metal_stack.png
The bar under the picture is 100 µm long.
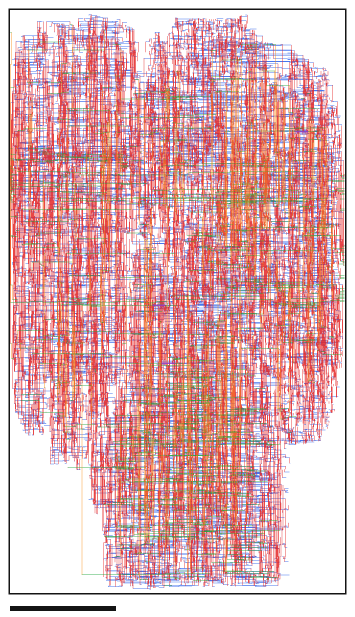
cell_classes.png
The bar under the picture is 100 µm long. Fill, decap, tap and diode cells in grey.
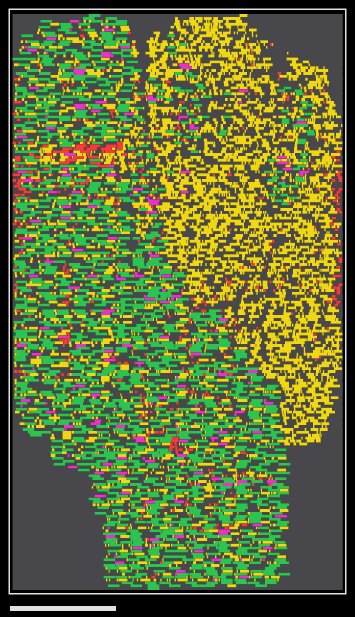
met4.png
The bar under the picture is 100 µm long.
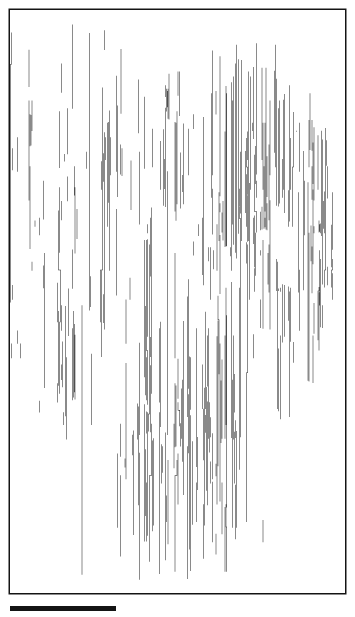
final_placement.png
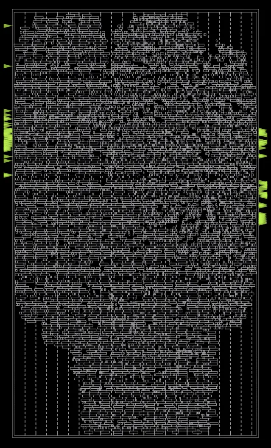
File: src/rtl/lms_fir_param.sv
// Parametrised LMS noise-cancelling FIR with one time-shared MAC.
// Filters x, forms e = d - y, and optionally adapts coefficients per sample.
module lms_fir_param #(
    parameter int WIDTH      = 16,
    parameter int TAPS       = 32,
    parameter int COEF_WIDTH = 18,
    parameter int MU_SHIFT   = 12
) (
    input  logic                    clk_in,
    input  logic                    rst_in,
    input  logic                    ready_in,
    input  logic signed [WIDTH-1:0] x_in,
    input  logic signed [WIDTH-1:0] d_in,
    input  logic                    adapt_en_in,
    output logic signed [WIDTH-1:0] y_out,
    output logic signed [WIDTH-1:0] e_out,
    output logic                    valid_out,
    output logic                    busy_out,
    output logic                    overrun_out
);
    localparam int LG = $clog2(TAPS);
    localparam int PW = WIDTH + COEF_WIDTH;
    localparam int AW = PW + LG;
    localparam int EW = 2 * WIDTH;
    localparam int UW = (EW > COEF_WIDTH ? EW : COEF_WIDTH) + 1;

    localparam logic signed [AW-1:0] WMAX =
        $signed({{(AW-WIDTH+1){1'b0}}, {(WIDTH-1){1'b1}}});
    localparam logic signed [AW-1:0] WMIN = ~WMAX;
    localparam logic signed [UW-1:0] CMAX =
        $signed({{(UW-COEF_WIDTH+1){1'b0}}, {(COEF_WIDTH-1){1'b1}}});
    localparam logic signed [UW-1:0] CMIN = ~CMAX;

    typedef enum logic [1:0] {IDLE, FILTER, ERROR, UPDATE} state_t;

    state_t state, state_next;

    logic [LG-1:0]                  k;
    logic [LG-1:0]                  head;
    logic                           last;
    logic signed [WIDTH-1:0]        dl [TAPS];
    logic signed [COEF_WIDTH-1:0]   coef [TAPS];
    logic signed [WIDTH-1:0]        d_lat;
    logic                           adapt_lat;
    logic signed [AW-1:0]           acc;

    logic signed [WIDTH-1:0]        xk;
    logic signed [COEF_WIDTH-1:0]   ck;
    logic signed [PW-1:0]           prod;
    logic signed [AW-1:0]           acc_sh;
    logic signed [WIDTH-1:0]        y_sat;
    logic signed [AW-1:0]           diff;
    logic signed [WIDTH-1:0]        e_sat;
    logic signed [EW-1:0]           eprod;
    logic signed [EW-1:0]           esh;
    logic signed [UW-1:0]           csum;
    logic signed [COEF_WIDTH-1:0]   c_new;

    function automatic logic signed [WIDTH-1:0] sat_w(
        input logic signed [AW-1:0] v
    );
        if (v > WMAX)      return WMAX[WIDTH-1:0];
        else if (v < WMIN) return WMIN[WIDTH-1:0];
        else               return v[WIDTH-1:0];
    endfunction

    function automatic logic signed [COEF_WIDTH-1:0] sat_c(
        input logic signed [UW-1:0] v
    );
        if (v > CMAX)      return CMAX[COEF_WIDTH-1:0];
        else if (v < CMIN) return CMIN[COEF_WIDTH-1:0];
        else               return v[COEF_WIDTH-1:0];
    endfunction

    assign last     = (k == LG'(TAPS - 1));
    assign busy_out = (state != IDLE);

    // x[n-k] lives k slots behind the newest sample at head
    assign xk     = dl[head - k];
    assign ck     = coef[k];
    assign prod   = ck * xk;
    assign acc_sh = acc >>> (COEF_WIDTH - 1);
    assign y_sat  = sat_w(acc_sh);
    assign diff   = $signed({{(AW-WIDTH){d_lat[WIDTH-1]}}, d_lat})
                  - $signed({{(AW-WIDTH){y_sat[WIDTH-1]}}, y_sat});
    assign e_sat  = sat_w(diff);
    assign eprod  = e_out * xk;
    assign esh    = eprod >>> MU_SHIFT;
    assign csum   = $signed({{(UW-COEF_WIDTH){ck[COEF_WIDTH-1]}}, ck})
                  + $signed({{(UW-EW){esh[EW-1]}}, esh});
    assign c_new  = sat_c(csum);

    // State register
    always_ff @(posedge clk_in) begin
        if (!rst_in) state <= IDLE;
        else         state <= state_next;
    end

    // Next-state sequencing: filter pass, error, optional update pass
    always_comb begin
        state_next = state;
        unique case (state)
            IDLE:    if (ready_in) state_next = FILTER;
            FILTER:  if (last) state_next = ERROR;
            ERROR:   state_next = adapt_lat ? UPDATE : IDLE;
            UPDATE:  if (last) state_next = IDLE;
            default: state_next = IDLE;
        endcase
    end

    // Datapath: sample capture, MAC, output registers, coefficient update
    always_ff @(posedge clk_in) begin
        if (!rst_in) begin
            for (int i = 0; i < TAPS; i++) begin
                dl[i]   <= '0;
                coef[i] <= '0;
            end
            k           <= '0;
            head        <= '0;
            d_lat       <= '0;
            adapt_lat   <= 1'b0;
            acc         <= '0;
            y_out       <= '0;
            e_out       <= '0;
            valid_out   <= 1'b0;
            overrun_out <= 1'b0;
        end else begin
            valid_out <= 1'b0;
            if (ready_in && state != IDLE) overrun_out <= 1'b1;
            unique case (state)
                IDLE: begin
                    if (ready_in) begin
                        head                <= head + LG'(1);
                        dl[head + LG'(1)]   <= x_in;
                        d_lat               <= d_in;
                        adapt_lat           <= adapt_en_in;
                        acc                 <= '0;
                        k                   <= '0;
                    end
                end
                FILTER: begin
                    acc <= acc + $signed({{(AW-PW){prod[PW-1]}}, prod});
                    k   <= k + LG'(1);
                end
                ERROR: begin
                    y_out     <= y_sat;
                    e_out     <= e_sat;
                    valid_out <= 1'b1;
                    k         <= '0;
                end
                UPDATE: begin
                    coef[k] <= c_new;
                    k       <= k + LG'(1);
                end
                default: ;
            endcase
        end
    end
endmodule

File: config.mk
export PLATFORM = sky130hd
export DESIGN_NAME = lms_fir_param
export DESIGN_NICKNAME = d
export VERILOG_FILES = /design/src/rtl/lms_fir_param.sv
export SDC_FILE = /design/constraint.sdc
export NUM_CORES = 2
export LEC_CHECK = 0
export CORE_ASPECT_RATIO = 1.75
export CORE_MARGIN = 2
export CORE_UTILIZATION = 45
export CTS_CLUSTER_SIZE = 28
export DETAILED_ROUTE_END_ITERATION = 8
export GPL_TIMING_DRIVEN = 0
export PLACE_DENSITY = 0.57
export SYNTH_ARGS = -nofsm -noshare
export SYNTH_HDL_FRONTEND = slang
export SYNTH_SLANG_ARGS = --single-unit
File: constraint.sdc
create_clock -name clk_in -period 26.5 [get_ports clk_in]
set_input_delay 3.975 -clock clk_in [delete_from_list [all_inputs] [get_ports clk_in]]
set_output_delay 3.975 -clock clk_in [all_outputs]
set_load 0.02 [all_outputs]
==> run_summary.xml <==
<?xml version="1.0" encoding="UTF-8"?>
<metrics>
  <group name="worst_hold_path">
    <metric name="timing.hold.worst.class" unit="">register to register</metric>
  </group>
  <group name="power_and_ir_drop">
    <metric name="p_leak" unit="nW">33.5</metric>
    <metric name="seq_power_share" unit="%">19.5</metric>
    <metric name="peakVddDrop" unit="V">0.000203</metric>
    <metric name="switching_share" unit="%">47.1</metric>
    <metric name="report.power.total" unit="W">0.0111</metric>
    <metric name="combPwrFrac" unit="%">65.7</metric>
    <metric name="intPower" unit="W">0.00588</metric>
    <metric name="clkPwrFrac" unit="%">14.8</metric>
    <metric name="power.density" unit="nW/µm²">132</metric>
  </group>
  <group name="yosys">
    <metric name="count_of_warnings_emitted_by_yosys" unit="">0</metric>
    <metric name="aoi_share" unit="%">3.36</metric>
    <metric name="fraction_of_synthesized_area_in_multiplexers" unit="%">10.6</metric>
    <metric name="synth.ff_latch_count" unit="">1195</metric>
    <metric name="post_synth_num_cell_types" unit="">83</metric>
    <metric name="ys_seq_share" unit="%">45.8</metric>
    <metric name="synthMostInstantiatedCell" unit="">sky130_fd_sc_hd__edfxtp_1</metric>
    <metric name="netlist_area" unit="µm²">76100</metric>
    <metric name="synthCells" unit="">6110</metric>
    <metric name="async_flop_share" unit="%">0</metric>
    <metric name="synth_xor_xnor_area_share" unit="%">1.19</metric>
    <metric name="synth_top_flop_cell" unit="">sky130_fd_sc_hd__edfxtp_1</metric>
    <metric name="cell_count_listed_in_synth_stat_txt" unit="">6110</metric>
    <metric name="simple_gate_area_share" unit="%">13.5</metric>
    <metric name="edf_count" unit="">1088</metric>
    <metric name="yosysTopAreaCellShare" unit="%">43.0</metric>
    <metric name="syn_nets" unit="">7000</metric>
  </group>
  <group name="global_route">
    <metric name="grt_pass1_vias" unit="">53300</metric>
    <metric name="largest_net_degree_at_the_start_of_global_routing" unit="">19</metric>
    <metric name="number_of_antenna_violations_at_the_first_check_in_global_routing" unit="">9</metric>
    <metric name="grt_first_pass_wirelength" unit="µm">364000</metric>
    <metric name="overflow" unit="">0</metric>
  </group>
  <group name="worst_setup_path">
    <metric name="worst_setup_path_start_kind" unit="">register</metric>
    <metric name="critical_path.most_common_cell" unit="">sky130_fd_sc_hd__fa_1</metric>
    <metric name="worstSetupEndpointType" unit="">register</metric>
    <metric name="critical_path_class" unit="">register to register</metric>
    <metric name="timing.critical_path.required" unit="ns">26.91</metric>
    <metric name="critical_path_peak_fanout" unit="">10</metric>
  </group>
  <group name="cts">
    <metric name="setup_fix_buffers_added_after_clock_tree_synthesis" unit="">0</metric>
    <metric name="numClockSinks" unit="">1195</metric>
    <metric name="cts_hold_buffers" unit="">0</metric>
    <metric name="worstSkewPairLatency" unit="ns">0.77</metric>
    <metric name="cts.reportedPaths.clkPinSlew" unit="ns">0.07</metric>
    <metric name="cts_inserted_buffers" unit="">107</metric>
    <metric name="htree_num_levels" unit="">3</metric>
    <metric name="post_cts_resized" unit="">0</metric>
  </group>
  <group name="route">
    <metric name="detail_route.drc_violations" unit="">0</metric>
    <metric name="drt_pre_antenna_iters" unit="">6</metric>
    <metric name="post_drt_via_cell_ratio" unit="">5.68</metric>
    <metric name="drt-initial-drc-count" unit="">3932</metric>
  </group>
  <group name="sta">
    <metric name="grt_setup_unrepaired" unit="">no</metric>
    <metric name="max_slew_margin" unit="%">5.23</metric>
    <metric name="final_period_minus_worst_setup_slack" unit="ns">15.91</metric>
    <metric name="hold_ws" unit="ns">0.477</metric>
    <metric name="timing.final.max_slew_violations" unit="">0</metric>
    <metric name="max_slew.worst_pin.slew" unit="ns">1.42</metric>
    <metric name="finalSetupTns" unit="ns">0</metric>
    <metric name="setup_viol" unit="">0</metric>
    <metric name="finalCritPeriodShare" unit="%">60.0</metric>
  </group>
  <group name="floorplanning">
    <metric name="die_area" unit="µm²">172000</metric>
    <metric name="dieWidth" unit="µm">315</metric>
    <metric name="rows" unit="">199</metric>
    <metric name="top_level_ports" unit="">71</metric>
    <metric name="fp_util" unit="%">45.3</metric>
  </group>
  <group name="place">
    <metric name="buffer_ports.inserted" unit="">70</metric>
    <metric name="dp_hpwl" unit="µm">200000</metric>
    <metric name="placed_area" unit="µm²">80500</metric>
    <metric name="gp_congestion" unit="">0.975</metric>
  </group>
  <group name="outcome">
    <metric name="status" unit="">finished, final reports clean</metric>
  </group>
  <group name="flow_run">
    <metric name="max_cap_violations" unit="">0</metric>
  </group>
  <group name="final_layout">
    <metric name="final_net_count" unit="">7220</metric>
    <metric name="post_route_cells_drive_above_1_share" unit="%">10.9</metric>
  </group>
</metrics>
About metal_stack.png:
- blue: met1 (wire length 80.3 mm)
- red: met2 (wire length 137 mm)
- orange: met4 (wire length 22.5 mm)
- purple: met5 (wire length 31.3 µm)
- green: met3 (wire length 13,700 µm)

About cell_classes.png:
- yellow: all other logic (cells 4,523)
- magenta: clock drivers and dummy loads (cells 201)
- red: other buffers and delay cells (cells 503)
- green: flip-flops (cells 1,195)
final design instance area without fill: 84,100 µm²
fraction of area in registers: 41.4%

About met4.png:
- longest straight run: 260 µm
- wire length on this layer: 22.5 mm
- share of all routed wire: 8.9%
vias after detailed routing: 49,100
drt total wl: 253,000 µm

About final_placement.png:
count of placed standard cells in the final layout, fillers left out: 8,642
sequential cell count: 1,195
area of the core: 168,000 µm²

-- metal layers --
| layer | part of all wire, % | GRT usage [%] |
|---|---|---|
| met1 | 32 | 30.4 |
| met2 | 54 | 55.6 |
| met3 | 5.4 | 3.85 |
| met4 | 8.9 | 21.9 |
| met5 | 0.012 | 0 |
-- flip-flops by register name (all words and copies together), names as in the netlist, named ones only --
register and flops:
coef 576, dl 512, y_out 16, overrun_out 1, head 5, valid_out 1, e_out 16, adapt_lat 1
state 2, k 5, d_lat 16, acc 39
-- area by class of cell --
| cell class | count | area [µm²] | share of cell area, % |
|---|---|---|---|
| Sequential cell | 1195 | 34800 | 41.4 |
| Buffer | 392 | 1560 | 1.86 |
| Timing Repair Buffer | 111 | 1500 | 1.79 |
| Tap cell | 2211 | 2770 | 3.29 |
| Multi-Input combinational cell | 3867 | 37400 | 44.4 |
| Inverter | 656 | 2460 | 2.93 |
| Clock inverter | 78 | 803 | 0.955 |
| Clock buffer | 123 | 2790 | 3.32 |
| Antenna cell | 9 | 22.5 | 0.0268 |
-- path summary, 6_finish.rpt --
| check | cells past startpoint | slack (ns) | startpoint | to |
|---|---|---|---|---|
| setup / recovery | 42 | 10.59 | head[0]$_SDFFE_PN0P_ | coef[27][4]$_SDFFCE_PN0P_ |
| setup reg to reg | 42 | 10.59 | head[0]$_SDFFE_PN0P_ | coef[27][4]$_SDFFCE_PN0P_ |
| hold / removal | 2 | 0.48 | d_lat[8]$_SDFFE_PN0P_ | d_lat[8]$_SDFFE_PN0P_ |
| hold reg to reg | 2 | 0.48 | d_lat[8]$_SDFFE_PN0P_ | d_lat[8]$_SDFFE_PN0P_ |
-- through the flow --
step,utilization (%),setup WS (ns)
floorplan,-,14.89
global placement,47.4,9.28
detailed placement,47.9,10.83
CTS,50.1,10.69
global route,50.1,10.04
finish,50.1,10.59
-- worst max-delay path, delay by kind of cell (launching register included) --
family                   cells  cell delay [ns]
AND-OR/OR-AND                9             3.24
multiplexers                 4             1.73
flip-flops                   1             0.39
XOR/XNOR                     1             0.29
buffers and inverters       12             3.79
AND/OR/NAND/NOR              6             1.09
adder cells (fa/ha/maj)     10             4.95
-- power groups by stage --
stage	combinational, W	clock (W)	sequential, W
after CTS	0.00728	0.00165	0.00217
after floorplan	0.00509	0	0.00219
after detailed placement	0.00720	0	0.00221
after global routing	0.00808	0.00171	0.00217
final	0.00730	0.00164	0.00217
after global placement	0.00715	0	0.00221
-- logic make-up (layout without fill, tap and decap cells) --
| family | after synthesis | after routing |
|---|---|---|
| other cells | 0 | 9 |
| mux | 384 | 384 |
| compound gates | 398 | 398 |
| xor+xnor | 99 | 99 |
| fa+ha+maj | 869 | 869 |
| simple gates | 2117 | 2117 |
| buf+inv | 1048 | 1360 |
| flops | 1195 | 1195 |
-- placed cells by master (no fill, tap or decap), drive strengths merged, types with 54 or more instances in the layout --
master,instances
edfxtp,1088
nand2b,66
and2,651
mux4,334
inv,659
ha,241
dfxtp,107
clkdlybuf4s50,70
nor2b,106
nand2,431
o21ai,125
fa,613
a21oi,103
xnor2,71
nand3,54
clkinv,60
buf,116
clkbuf,440
nor2,735
Power and IR drop assume default switching activity.
